## config.mk

```make
export PLATFORM = sky130hd
export DESIGN_NAME = gpu_rect_scan_flat
export DESIGN_NICKNAME = d
export VERILOG_FILES = /design/src/rtl/gpu_rect_scan_if.sv /design/src/rtl/gpu_rect_scan.sv /design/src/flat_wrapper.sv
export SDC_FILE = /design/constraint.sdc
export NUM_CORES = 1
export LEC_CHECK = 0
export ABC_AREA = 0
export CAP_MARGIN = 40
export CORE_UTILIZATION = 30
export CTS_BUF_LIST = sky130_fd_sc_hd__clkbuf_8
export DETAILED_ROUTE_END_ITERATION = 12
export GPL_TIMING_DRIVEN = 0
export PLACE_DENSITY = 0.59
export SLEW_MARGIN = 20
export SYNTH_ARGS = -nofsm -noshare
export SYNTH_HDL_FRONTEND = slang
export SYNTH_SLANG_ARGS = --single-unit
```

## constraint.sdc

```tcl
create_clock -name clk -period 2.5 [get_ports clk]
set_clock_uncertainty 0.15 [all_clocks]
set_input_delay 0.5 -clock clk [delete_from_list [all_inputs] [get_ports clk]]
set_output_delay 0.5 -clock clk [all_outputs]
set_load 0.005 [all_outputs]
```

## src/rtl/gpu_rect_scan_if.sv

```systemverilog
// Bus bundle for the rectangle scan controller: command, status,
// row-base LUT handshake and the pixel address stream.
`timescale 1ns/1ps

interface gpu_rect_scan_if #(
    parameter int WIDTH_BITS  = 9,
    parameter int HEIGHT_BITS = 8,
    parameter int SUM_BITS    = 17
) ();

    // Command from the GPU command decoder
    logic                   start;
    logic [WIDTH_BITS-1:0]  x0;
    logic [WIDTH_BITS-1:0]  x1;
    logic [HEIGHT_BITS-1:0] y0;
    logic [HEIGHT_BITS-1:0] y1;
    logic                   abort;

    // Status
    logic                   busy;
    logic                   done;

    // Row-base lookup table (combinational table lives outside)
    logic [HEIGHT_BITS-1:0] lut_y;
    logic [SUM_BITS-1:0]    lut_base;

    // Pixel address stream toward the framebuffer write/fill engine
    logic                   out_valid;
    logic                   out_ready;
    logic [SUM_BITS-1:0]    out_addr;
    logic [WIDTH_BITS-1:0]  out_x;
    logic [HEIGHT_BITS-1:0] out_y;
    logic                   out_last;

    // The scan controller drives the stream and the LUT row index
    modport master (
        input  start, x0, x1, y0, y1, abort,
        output busy, done,
        output lut_y,
        input  lut_base,
        output out_valid, out_addr, out_x, out_y, out_last,
        input  out_ready
    );

    // Environment side: command source, LUT and stream consumer
    modport slave (
        output start, x0, x1, y0, y1, abort,
        input  busy, done,
        input  lut_y,
        output lut_base,
        input  out_valid, out_addr, out_x, out_y, out_last,
        output out_ready
    );

endinterface

```

## src/rtl/gpu_rect_scan.sv

```systemverilog
// Rectangle scan controller. Walks every pixel of an inclusive rectangle
// in row-major order and emits one linear framebuffer address per pixel.
// The row base (y*WIDTH) comes from an external combinational LUT that is
// indexed by the current row, so the address is simply base + column.
`timescale 1ns/1ps

module gpu_rect_scan #(
    parameter int WIDTH       = 320,
    parameter int HEIGHT      = 240,
    parameter int WIDTH_BITS  = 9,
    parameter int HEIGHT_BITS = 8,
    parameter int SUM_BITS    = 17
) (
    input  logic            clk,
    input  logic            rst,
    gpu_rect_scan_if.master bus
);

    localparam logic [1:0] ST_IDLE = 2'd0;
    localparam logic [1:0] ST_RUN  = 2'd1;
    localparam logic [1:0] ST_DONE = 2'd2;

    // Largest legal coordinates; corners beyond the screen are pulled in
    localparam logic [WIDTH_BITS-1:0]  X_MAX = WIDTH_BITS'(WIDTH - 1);
    localparam logic [HEIGHT_BITS-1:0] Y_MAX = HEIGHT_BITS'(HEIGHT - 1);

    logic [1:0]             state;
    logic [1:0]             state_next;

    // Captured rectangle bounds (ordered and clamped)
    logic [WIDTH_BITS-1:0]  xl;
    logic [WIDTH_BITS-1:0]  xr;
    logic [HEIGHT_BITS-1:0] yt;
    logic [HEIGHT_BITS-1:0] yb;

    // Current scan position
    logic [WIDTH_BITS-1:0]  cur_x;
    logic [HEIGHT_BITS-1:0] cur_y;

    // Bounds derived from the command inputs in the start cycle
    logic [WIDTH_BITS-1:0]  x_lo;
    logic [WIDTH_BITS-1:0]  x_hi;
    logic [HEIGHT_BITS-1:0] y_lo;
    logic [HEIGHT_BITS-1:0] y_hi;
    logic [WIDTH_BITS-1:0]  cmd_xl;
    logic [WIDTH_BITS-1:0]  cmd_xr;
    logic [HEIGHT_BITS-1:0] cmd_yt;
    logic [HEIGHT_BITS-1:0] cmd_yb;

    logic                   in_idle;
    logic                   in_run;
    logic                   accept_cmd;
    logic                   handshake;
    logic                   at_row_end;
    logic                   at_last;

    assign in_idle    = (state == ST_IDLE);
    assign in_run     = (state == ST_RUN);
    assign accept_cmd = in_idle && bus.start;
    assign handshake  = in_run && bus.out_ready;
    assign at_row_end = (cur_x == xr);
    assign at_last    = at_row_end && (cur_y == yb);

    // Order the corners first, then clamp, so a rectangle that straddles
    // the screen edge keeps its on-screen part rather than collapsing.
    always_comb begin
        x_lo   = (bus.x0 < bus.x1) ? bus.x0 : bus.x1;
        x_hi   = (bus.x0 < bus.x1) ? bus.x1 : bus.x0;
        y_lo   = (bus.y0 < bus.y1) ? bus.y0 : bus.y1;
        y_hi   = (bus.y0 < bus.y1) ? bus.y1 : bus.y0;
        cmd_xl = (x_lo > X_MAX) ? X_MAX : x_lo;
        cmd_xr = (x_hi > X_MAX) ? X_MAX : x_hi;
        cmd_yt = (y_lo > Y_MAX) ? Y_MAX : y_lo;
        cmd_yb = (y_hi > Y_MAX) ? Y_MAX : y_hi;
    end

    // Next-state logic: abort beats completion so an aborted scan never
    // pulses done, even if its final pixel is accepted in the abort cycle.
    always_comb begin
        state_next = state;
        case (state)
            ST_IDLE: begin
                if (bus.start) begin
                    state_next = ST_RUN;
                end
            end
            ST_RUN: begin
                if (bus.abort) begin
                    state_next = ST_IDLE;
                end else if (handshake && at_last) begin
                    state_next = ST_DONE;
                end
            end
            ST_DONE: begin
                state_next = ST_IDLE;
            end
            default: begin
                state_next = ST_IDLE;
            end
        endcase
    end

    // State register
    always_ff @(posedge clk or posedge rst) begin
        if (rst) begin
            state <= ST_IDLE;
        end else begin
            state <= state_next;
        end
    end

    // Capture the rectangle bounds when a command is accepted
    always_ff @(posedge clk or posedge rst) begin
        if (rst) begin
            xl <= '0;
            xr <= '0;
            yt <= '0;
            yb <= '0;
        end else if (accept_cmd) begin
            xl <= cmd_xl;
            xr <= cmd_xr;
            yt <= cmd_yt;
            yb <= cmd_yb;
        end
    end

    // Advance the scan position on each accepted pixel; the final pixel
    // leaves the position parked so the address stays defined until IDLE.
    always_ff @(posedge clk or posedge rst) begin
        if (rst) begin
            cur_x <= '0;
            cur_y <= '0;
        end else if (accept_cmd) begin
            cur_x <= cmd_xl;
            cur_y <= cmd_yt;
        end else if (handshake && !at_last) begin
            if (!at_row_end) begin
                cur_x <= cur_x + WIDTH_BITS'(1);
            end else begin
                cur_x <= xl;
                cur_y <= cur_y + HEIGHT_BITS'(1);
            end
        end
    end

    // Outputs are decoded from registers only; the address path runs
    // through the external LUT and one adder within the same cycle.
    always_comb begin
        bus.busy      = !in_idle;
        bus.done      = (state == ST_DONE);
        bus.out_valid = in_run;
        bus.out_last  = at_last && in_run;
        bus.out_x     = cur_x;
        bus.out_y     = cur_y;
        bus.lut_y     = cur_y;
        bus.out_addr  = bus.lut_base + SUM_BITS'(cur_x);
    end

endmodule

```

## src/flat_wrapper.sv

```systemverilog
// flat-port wrapper written by rule: the top's interface ports become plain ports
module gpu_rect_scan_flat 
#(
    parameter int WIDTH       = 320,
    parameter int HEIGHT      = 240,
    parameter int WIDTH_BITS  = 9,
    parameter int HEIGHT_BITS = 8,
    parameter int SUM_BITS    = 17
)
  (clk, rst, bus_start, bus_x0, bus_x1, bus_y0, bus_y1, bus_abort, bus_busy, bus_done, bus_lut_y, bus_lut_base, bus_out_valid, bus_out_addr, bus_out_x, bus_out_y, bus_out_last, bus_out_ready);
  gpu_rect_scan_if #(.WIDTH_BITS(WIDTH_BITS), .HEIGHT_BITS(HEIGHT_BITS), .SUM_BITS(SUM_BITS)) bus_i ();
  input  logic clk;
  input  logic rst;
  input wire logic [$bits(bus_i.start)-1:0] bus_start;
  input wire logic [$bits(bus_i.x0)-1:0] bus_x0;
  input wire logic [$bits(bus_i.x1)-1:0] bus_x1;
  input wire logic [$bits(bus_i.y0)-1:0] bus_y0;
  input wire logic [$bits(bus_i.y1)-1:0] bus_y1;
  input wire logic [$bits(bus_i.abort)-1:0] bus_abort;
  output wire logic [$bits(bus_i.busy)-1:0] bus_busy;
  output wire logic [$bits(bus_i.done)-1:0] bus_done;
  output wire logic [$bits(bus_i.lut_y)-1:0] bus_lut_y;
  input wire logic [$bits(bus_i.lut_base)-1:0] bus_lut_base;
  output wire logic [$bits(bus_i.out_valid)-1:0] bus_out_valid;
  output wire logic [$bits(bus_i.out_addr)-1:0] bus_out_addr;
  output wire logic [$bits(bus_i.out_x)-1:0] bus_out_x;
  output wire logic [$bits(bus_i.out_y)-1:0] bus_out_y;
  output wire logic [$bits(bus_i.out_last)-1:0] bus_out_last;
  input wire logic [$bits(bus_i.out_ready)-1:0] bus_out_ready;
  assign bus_i.start = bus_start;
  assign bus_i.x0 = bus_x0;
  assign bus_i.x1 = bus_x1;
  assign bus_i.y0 = bus_y0;
  assign bus_i.y1 = bus_y1;
  assign bus_i.abort = bus_abort;
  assign bus_busy = bus_i.busy;
  assign bus_done = bus_i.done;
  assign bus_lut_y = bus_i.lut_y;
  assign bus_i.lut_base = bus_lut_base;
  assign bus_out_valid = bus_i.out_valid;
  assign bus_out_addr = bus_i.out_addr;
  assign bus_out_x = bus_i.out_x;
  assign bus_out_y = bus_i.out_y;
  assign bus_out_last = bus_i.out_last;
  assign bus_i.out_ready = bus_out_ready;
  gpu_rect_scan #(.WIDTH(WIDTH), .HEIGHT(HEIGHT), .WIDTH_BITS(WIDTH_BITS), .HEIGHT_BITS(HEIGHT_BITS), .SUM_BITS(SUM_BITS)) u_core (.clk(clk), .rst(rst), .bus(bus_i));
endmodule
```

==> results_tabular.tex, run 1 <==
% Auto-generated results table
\begin{tabular}{lr}
\hline
Metric & Value \\
\hline
\multicolumn{2}{l}{\textbf{Outcome}} \\
\quad Outcome & complete, but fails checks \\
\quad Violations in the final reports & setup timing \\
\multicolumn{2}{l}{\textbf{Synth}} \\
\quad XOR/XNOR Area Share & $\sim$10\% \\
\quad Compound-Gate Fraction of Synth Area & roughly 14\% \\
\quad Cell area leaders & sky130\_fd\_sc\_hd\_\_dfrtp\_1 (29\%), sky130\_fd\_sc\_hd\_\_mux2i\_1 (9.7\%), sky130\_fd\_sc\_hd\_\_ha\_1 (8.3\%) \\
\quad Dominant cell type by area after synthesis & sky130\_fd\_sc\_hd\_\_dfrtp\_1 \\
\quad Count of library flops with an enable pin & 0 \\
\quad Most used flip-flop cell after synthesis & sky130\_fd\_sc\_hd\_\_dfrtp\_1 \\
\quad Synth Instances & 435 \\
\quad Post-synth design cell area & 3910 um\^{}2 \\
\quad Yosys chip area & 3910 um\^{}2 \\
\quad Simple-Gate Area Share & 17.7\% \\
\quad Most used standard cell by instance count after synthesis & sky130\_fd\_sc\_hd\_\_nor2\_1 \\
\multicolumn{2}{l}{\textbf{Floorplan}} \\
\quad Standard-cell rows & 41 \\
\quad Full die area & 13500 um\^{}2 \\
\multicolumn{2}{l}{\textbf{Critical path}} \\
\quad Highest net fanout along the worst path & 4 \\
\quad Critical register-to-register path endpoint & u\_core.bus.out\_x[1] \\
\quad Startpoint of the worst setup timing path & u\_core.bus.out\_x[0] \\
\quad Number of cell instances on the worst register-to-register path & 9 \\
\quad Startpoint of the most critical register-to-register path & u\_core.bus.lut\_y[5] \\
\quad Kind of end point of the critical path & output pin \\
\multicolumn{2}{l}{\textbf{Drt}} \\
\quad Final ANT Viol Nets & 0 \\
\quad First-pass detailed-route iteration total & 5 \\
\quad Overall via count from detail\_route & 3780 \\
\quad Number of DRC markers in iteration 0 & 152 \\
\multicolumn{2}{l}{\textbf{Cells and area}} \\
\quad Most frequent cells in the layout & sky130\_fd\_sc\_hd\_\_clkdlybuf4s50\_1 (52), sky130\_fd\_sc\_hd\_\_nor2\_1 (46), sky130\_fd\_sc\_hd\_\_buf\_4 (43) \\
\quad Net total in the final layout & $\sim$680 \\
\quad Number of diodes & 0 \\
\quad Layout cell share with drive strength beyond 1 & 32.7\% \\
\quad Number of fill cells in the layout & 1223 \\
\multicolumn{2}{l}{\textbf{Clocking}} \\
\quad Hold-fix buffer count after cts & 0 \\
\quad Worst-path clk slew & 0.08 ns \\
\quad Number of buffers between clock root and the deepest sink & 2 \\
\quad Clock network latency to the later pin of the worst-skew pair & between 0.3 and 0.4 ns \\
\multicolumn{2}{l}{\textbf{Final timing}} \\
\quad Share of the clock period used by the worst path & 123\% \\
\quad Worst Tran Pin Value & 0.734 ns \\
\quad Setup violators final & 13 \\
\quad Final WS setup & -0.578 ns \\
\quad Post-Route Setup TNS & -5.19 ns \\
\quad Max Clk Rate & 325 MHz \\
\quad Final period demand of the worst path & $\sim$3.1 ns \\
\multicolumn{2}{l}{\textbf{Global route}} \\
\quad GRT Resource Usage Total & around 18\% \\
\quad Pin count of the biggest net entering global routing & 28 \\
\quad Overflow left after global routing & 0 \\
\quad Number of antenna violations at the first check in global routing & 0 \\
\multicolumn{2}{l}{\textbf{Placement}} \\
\quad HPWL reported at the end of detailed placement & 8490 um \\
\quad Number of buffer cells added on primary ports & 101 \\
\multicolumn{2}{l}{\textbf{Hold path}} \\
\quad Hold Crit Depth & 2 \\
\quad Worst Min Path Start & u\_core.xl[0] \\
\multicolumn{2}{l}{\textbf{Pwr}} \\
\quad Static leakage power & between 2 and 3 nW \\
\hline
\end{tabular}
## run 1: power breakdown
| group | leakage, nW | internal [mW] | switching, mW |
|---|---|---|---|
| sequential | 0.503 | 0.951 | 0.295 |
| combinational | 2.16 | 1.76 | 1.34 |
| clock | 0.0491 | 0.190 | 0.252 |
## run 1: cell type report
| type | instances | area (um^2) | area share [%] |
|---|---|---|---|
| clock buffer | 5 | 68.8 | 1.12 |
| multi-input combinational | 336 | 2960 | 48.1 |
| tap | 172 | 215 | 3.50 |
| inverter | 28 | 105 | 1.71 |
| sequential | 45 | 1140 | 18.5 |
| timing repair buffer | 152 | 1440 | 23.4 |
| clock inverter | 3 | 13.8 | 0.224 |
| buffer | 25 | 211 | 3.43 |
## run 1: sequential cells by signal (all words and copies together) (netlist names)
name	count
u_core.bus.out_x	9
u_core.xl	9
u_core.xr	9
u_core.bus.lut_y	8
u_core.yb	8
u_core.state	2
## run 1: critical path, cell delays in order, from the launching register on
cell and delay [ns]:
sky130_fd_sc_hd__dfrtp_2 0.40, sky130_fd_sc_hd__ha_4 0.15, sky130_fd_sc_hd__inv_2 0.04, sky130_fd_sc_hd__fa_2 0.36
sky130_fd_sc_hd__nor2b_1 0.12, sky130_fd_sc_hd__o21ai_1 0.10, sky130_fd_sc_hd__a21o_1 0.20, sky130_fd_sc_hd__a21o_4 0.24
sky130_fd_sc_hd__buf_6 0.12, sky130_fd_sc_hd__a21boi_2 0.12, sky130_fd_sc_hd__xor2_1 0.15, sky130_fd_sc_hd__buf_2 0.14
## run 1: routing by layer
layer  global-route usage [%]  vias to the layer above
li1                         -                     1843
met2                     31.9                       96
met3                     2.23                       10
met4                     5.21                        0
met1                     22.5                     1831
met5                        0                        -
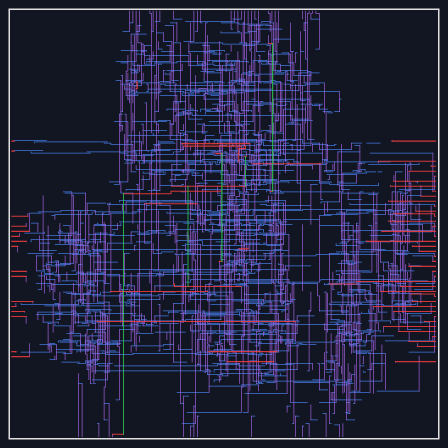
Run 1: routed metal, one colour a layer
metal 4 -> green  # wire length 170 um
metal 1 -> blue  # wire length 5260 um
metal 3 -> red  # wire length 618 um
metal 2 -> purple  # wire length 5920 um

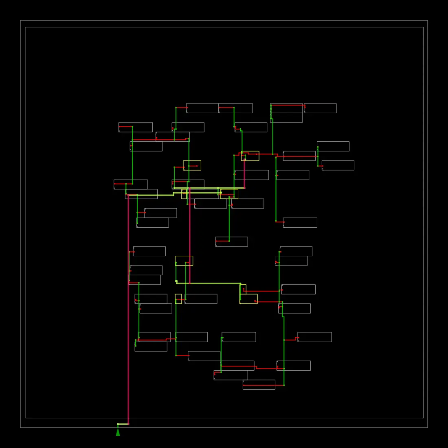
Run 1: clock nets
number of buffers added by the clock tree synthesis step: 5
clk sinks: 45
clk pwr: 442 uW
count of clock-net buffers in the final layout: 5

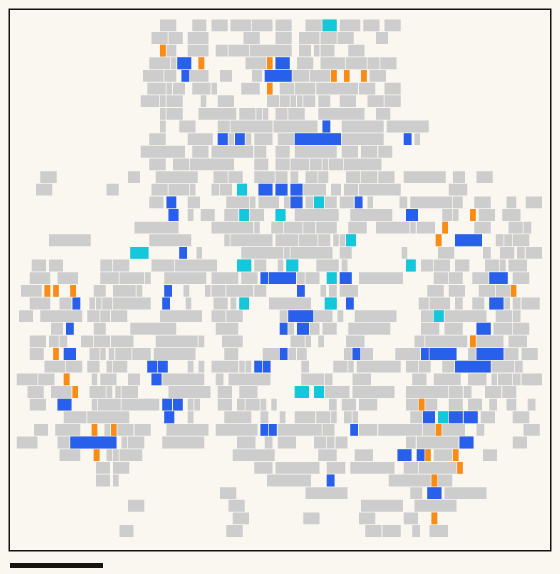
Run 1: gate families picked out
Bar = 20 um.
and/or cells -> cyan  # cells 17, most used and2_1
inv cells -> orange  # cells 28, most used inv_1, where spread over the die
aoi and oai cells -> blue  # cells 62, most used o21ai_0

==> run 2, diff against run 1 <==
--- a/config.mk
+++ b/config.mk
@@ -11,7 +11,7 @@
 export CTS_BUF_LIST = sky130_fd_sc_hd__clkbuf_8
 export DETAILED_ROUTE_END_ITERATION = 12
 export GPL_TIMING_DRIVEN = 0
-export PLACE_DENSITY = 0.59
+export PLACE_DENSITY = 0.56
 export SLEW_MARGIN = 20
 export SYNTH_ARGS = -nofsm -noshare
 export SYNTH_HDL_FRONTEND = slang
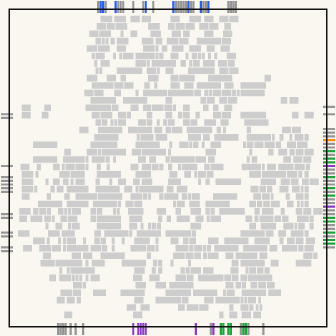
Run 2: I/O pins on the die edge
Pins as bars across the die edge, other pins in grey.
bus_lut_base -> green  # pins 17, direction input, edge 11 east, 6 south
bus_y0 -> blue  # pins 8, direction input, edge north
bus_out_x -> purple  # pins 9, direction output, edge 7 south, 2 east
bus_out_last -> orange  # pins 1, direction output, edge east
all pins by edge = 35 east, 29 north, 24 south, 14 west

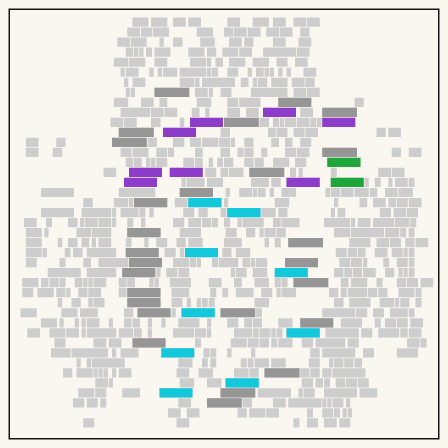
Run 2: register map, names as in the netlist
u_core.xl -> cyan  # placed flops 9
u_core.state -> green  # placed flops 2
u_core.yb -> purple  # placed flops 8
not coloured = 26

==> run 2 against run 1 <==
Against the previous run:
- the run still ends with setup timing left
- worst hold slack about the same
- combinational power about the same
- sequential share of layout area up 0.20 points
- global-route usage down 0.52 points
- critical endpoint is now bus_out_addr[14]
- highest routed layer unchanged
==> results_tabular.tex, run 2 <==
% Auto-generated results table
\begin{tabular}{lr}
\hline
Metric & Value \\
\hline
\multicolumn{2}{l}{\textbf{Global route}} \\
\quad GRT Resource Usage Total & 17.3\% \\
\quad Number of antenna violations at the first check in global routing & 0 \\
\quad Overflow left after global routing & 0 \\
\multicolumn{2}{l}{\textbf{Synth}} \\
\quad Dominant cell type by area after synthesis & sky130\_fd\_sc\_hd\_\_dfrtp\_1 \\
\quad Most used standard cell by instance count after synthesis & sky130\_fd\_sc\_hd\_\_nor2\_1 \\
\quad Most used flip-flop cell after synthesis & sky130\_fd\_sc\_hd\_\_dfrtp\_1 \\
\quad XOR/XNOR Area Share & between 10\% and 20\% \\
\quad Simple-Gate Area Share & 17.7\% \\
\quad Synth Instances & 435 \\
\quad Cell area leaders & sky130\_fd\_sc\_hd\_\_dfrtp\_1 (29\%), sky130\_fd\_sc\_hd\_\_mux2i\_1 (9.7\%), sky130\_fd\_sc\_hd\_\_ha\_1 (8.3\%) \\
\quad Compound-Gate Fraction of Synth Area & 13.6\% \\
\quad Post-synth design cell area & 3910 um\^{}2 \\
\quad Yosys chip area & 3910 um\^{}2 \\
\quad Count of library flops with an enable pin & 0 \\
\multicolumn{2}{l}{\textbf{Placement}} \\
\quad Number of buffer cells added on primary ports & 101 \\
\quad HPWL reported at the end of detailed placement & 8550 um \\
\multicolumn{2}{l}{\textbf{Final timing}} \\
\quad Setup violators final & 13 \\
\quad Final count of pins violating max slew & 0 \\
\quad Final WS setup & -0.532 ns \\
\quad Final period demand of the worst path & 3.03 ns \\
\quad Worst Tran Pin Value & 0.695 ns \\
\quad Max\_slew headroom & 53.7\% \\
\quad Share of the clock period used by the worst path & 121\% \\
\multicolumn{2}{l}{\textbf{Clocking}} \\
\quad Clock network latency to the later pin of the worst-skew pair & 0.29 ns \\
\quad Worst-path clk slew & around 0.080 ns \\
\quad Clk sinks & 45 \\
\quad Number of buffers between clock root and the deepest sink & 2 \\
\quad Number of buffers added by the clock tree synthesis step & 5 \\
\quad Hold-fix buffer count after cts & 0 \\
\multicolumn{2}{l}{\textbf{Cells and area}} \\
\quad Most frequent cells in the layout & sky130\_fd\_sc\_hd\_\_clkdlybuf4s50\_1 (49), sky130\_fd\_sc\_hd\_\_nor2\_1 (46), sky130\_fd\_sc\_hd\_\_buf\_4 (44) \\
\quad Net total in the final layout & between 600 and 700 \\
\quad Layout cell share with drive strength beyond 1 & roughly a third \\
\quad Number of diodes & 0 \\
\multicolumn{2}{l}{\textbf{Pwr}} \\
\quad Switching share of power & 38.8\% \\
\quad Switch Pwr & approximately 1.8 mW \\
\quad Internal & 2.90 mW \\
\quad Share of power burned in the clock network & 9.4\% \\
\quad Clk pwr & 448 uW \\
\quad Sequential cell fraction of total power & between 20\% and 30\% \\
\quad Comb power frac & approximately two thirds \\
\quad Pwr top & combinational logic \\
\quad Power dissipated in sequential cells & roughly 1.2 mW \\
\quad Combinational power & 3.07 mW \\
\quad Static leakage power & between 2 and 3 nW \\
\multicolumn{2}{l}{\textbf{Hold path}} \\
\quad Worst Min Path Start & u\_core.xl[0] \\
\quad Hold Crit Depth & 2 \\
\multicolumn{2}{l}{\textbf{Floorplan}} \\
\quad Standard-cell rows & 41 \\
\quad Full die area & 13500 um\^{}2 \\
\multicolumn{2}{l}{\textbf{Critical path}} \\
\quad Kind of end point of the critical path & output pin \\
\quad Number of cell instances on the worst register-to-register path & 10 \\
\quad Startpoint of the most critical register-to-register path & u\_core.bus.out\_x[0] \\
\quad Highest net fanout along the worst path & 4 \\
\multicolumn{2}{l}{\textbf{Outcome}} \\
\quad Outcome & complete, but fails checks \\
\quad Violations in the final reports & setup timing \\
\multicolumn{2}{l}{\textbf{Drt}} \\
\quad Overall via count from detail\_route & 3707 \\
\quad Final ANT Viol Nets & 0 \\
\quad Number of DRC markers in iteration 0 & approximately 120 \\
\hline
\end{tabular}
run 2: cell counts after synthesis:
No cell type changed its count.
run 2: critical path: stages (launching register included):
cell and delay (ns):
sky130_fd_sc_hd__dfrtp_2 0.40, sky130_fd_sc_hd__ha_4 0.14, sky130_fd_sc_hd__inv_2 0.04, sky130_fd_sc_hd__fa_2 0.33, sky130_fd_sc_hd__nor2b_1 0.11, sky130_fd_sc_hd__o21ai_1 0.08
sky130_fd_sc_hd__a21o_1 0.19, sky130_fd_sc_hd__a21o_4 0.25, sky130_fd_sc_hd__buf_4 0.14, sky130_fd_sc_hd__a21oi_2 0.14, sky130_fd_sc_hd__xor2_1 0.14, sky130_fd_sc_hd__buf_2 0.12
run 2: how the worst max path moves through the flow:
stage | start | end | slack, ns
after floorplan | bus_lut_base[0] | bus_out_addr[10] | -0.03
after global placement | bus_lut_base[0] | bus_out_addr[10] | -1.16
after detailed placement | bus_lut_base[0] | bus_out_addr[10] | -1.20
after CTS | u_core.bus.out_x[0] | bus_out_addr[10] | -0.55
after global routing | u_core.bus.out_x[0] | bus_out_addr[10] | -0.66
final | u_core.bus.out_x[0] | bus_out_addr[14] | -0.53
run 2: final cells by class:
type,count,area (um^2)
fillers,1208,6570
well taps,172,215
inverters,28,105
repair buffers,147,1360
flip-flops and latches,45,1140
multi-input cells,336,2990
clock inverters,1,3.75
plain buffers,25,208
clock buffers,6,82.6
run 2: layer usage:
| layer | wire length, um | track usage (%) | vias to the layer above | part of all wire (%) |
|---|---|---|---|---|
| met2 | 5770 | 30.4 | 107 | 49 |
| met3 | 623 | 2.59 | 19 | 5.3 |
| met1 | 5220 | 22.0 | 1751 | 44 |
| met4 | 206 | 5.21 | 0 | 1.7 |
| li1 | - | - | 1830 | - |
| met5 | 0 | 0 | - | 0 |
Power is estimated from default activity; no workload was simulated.
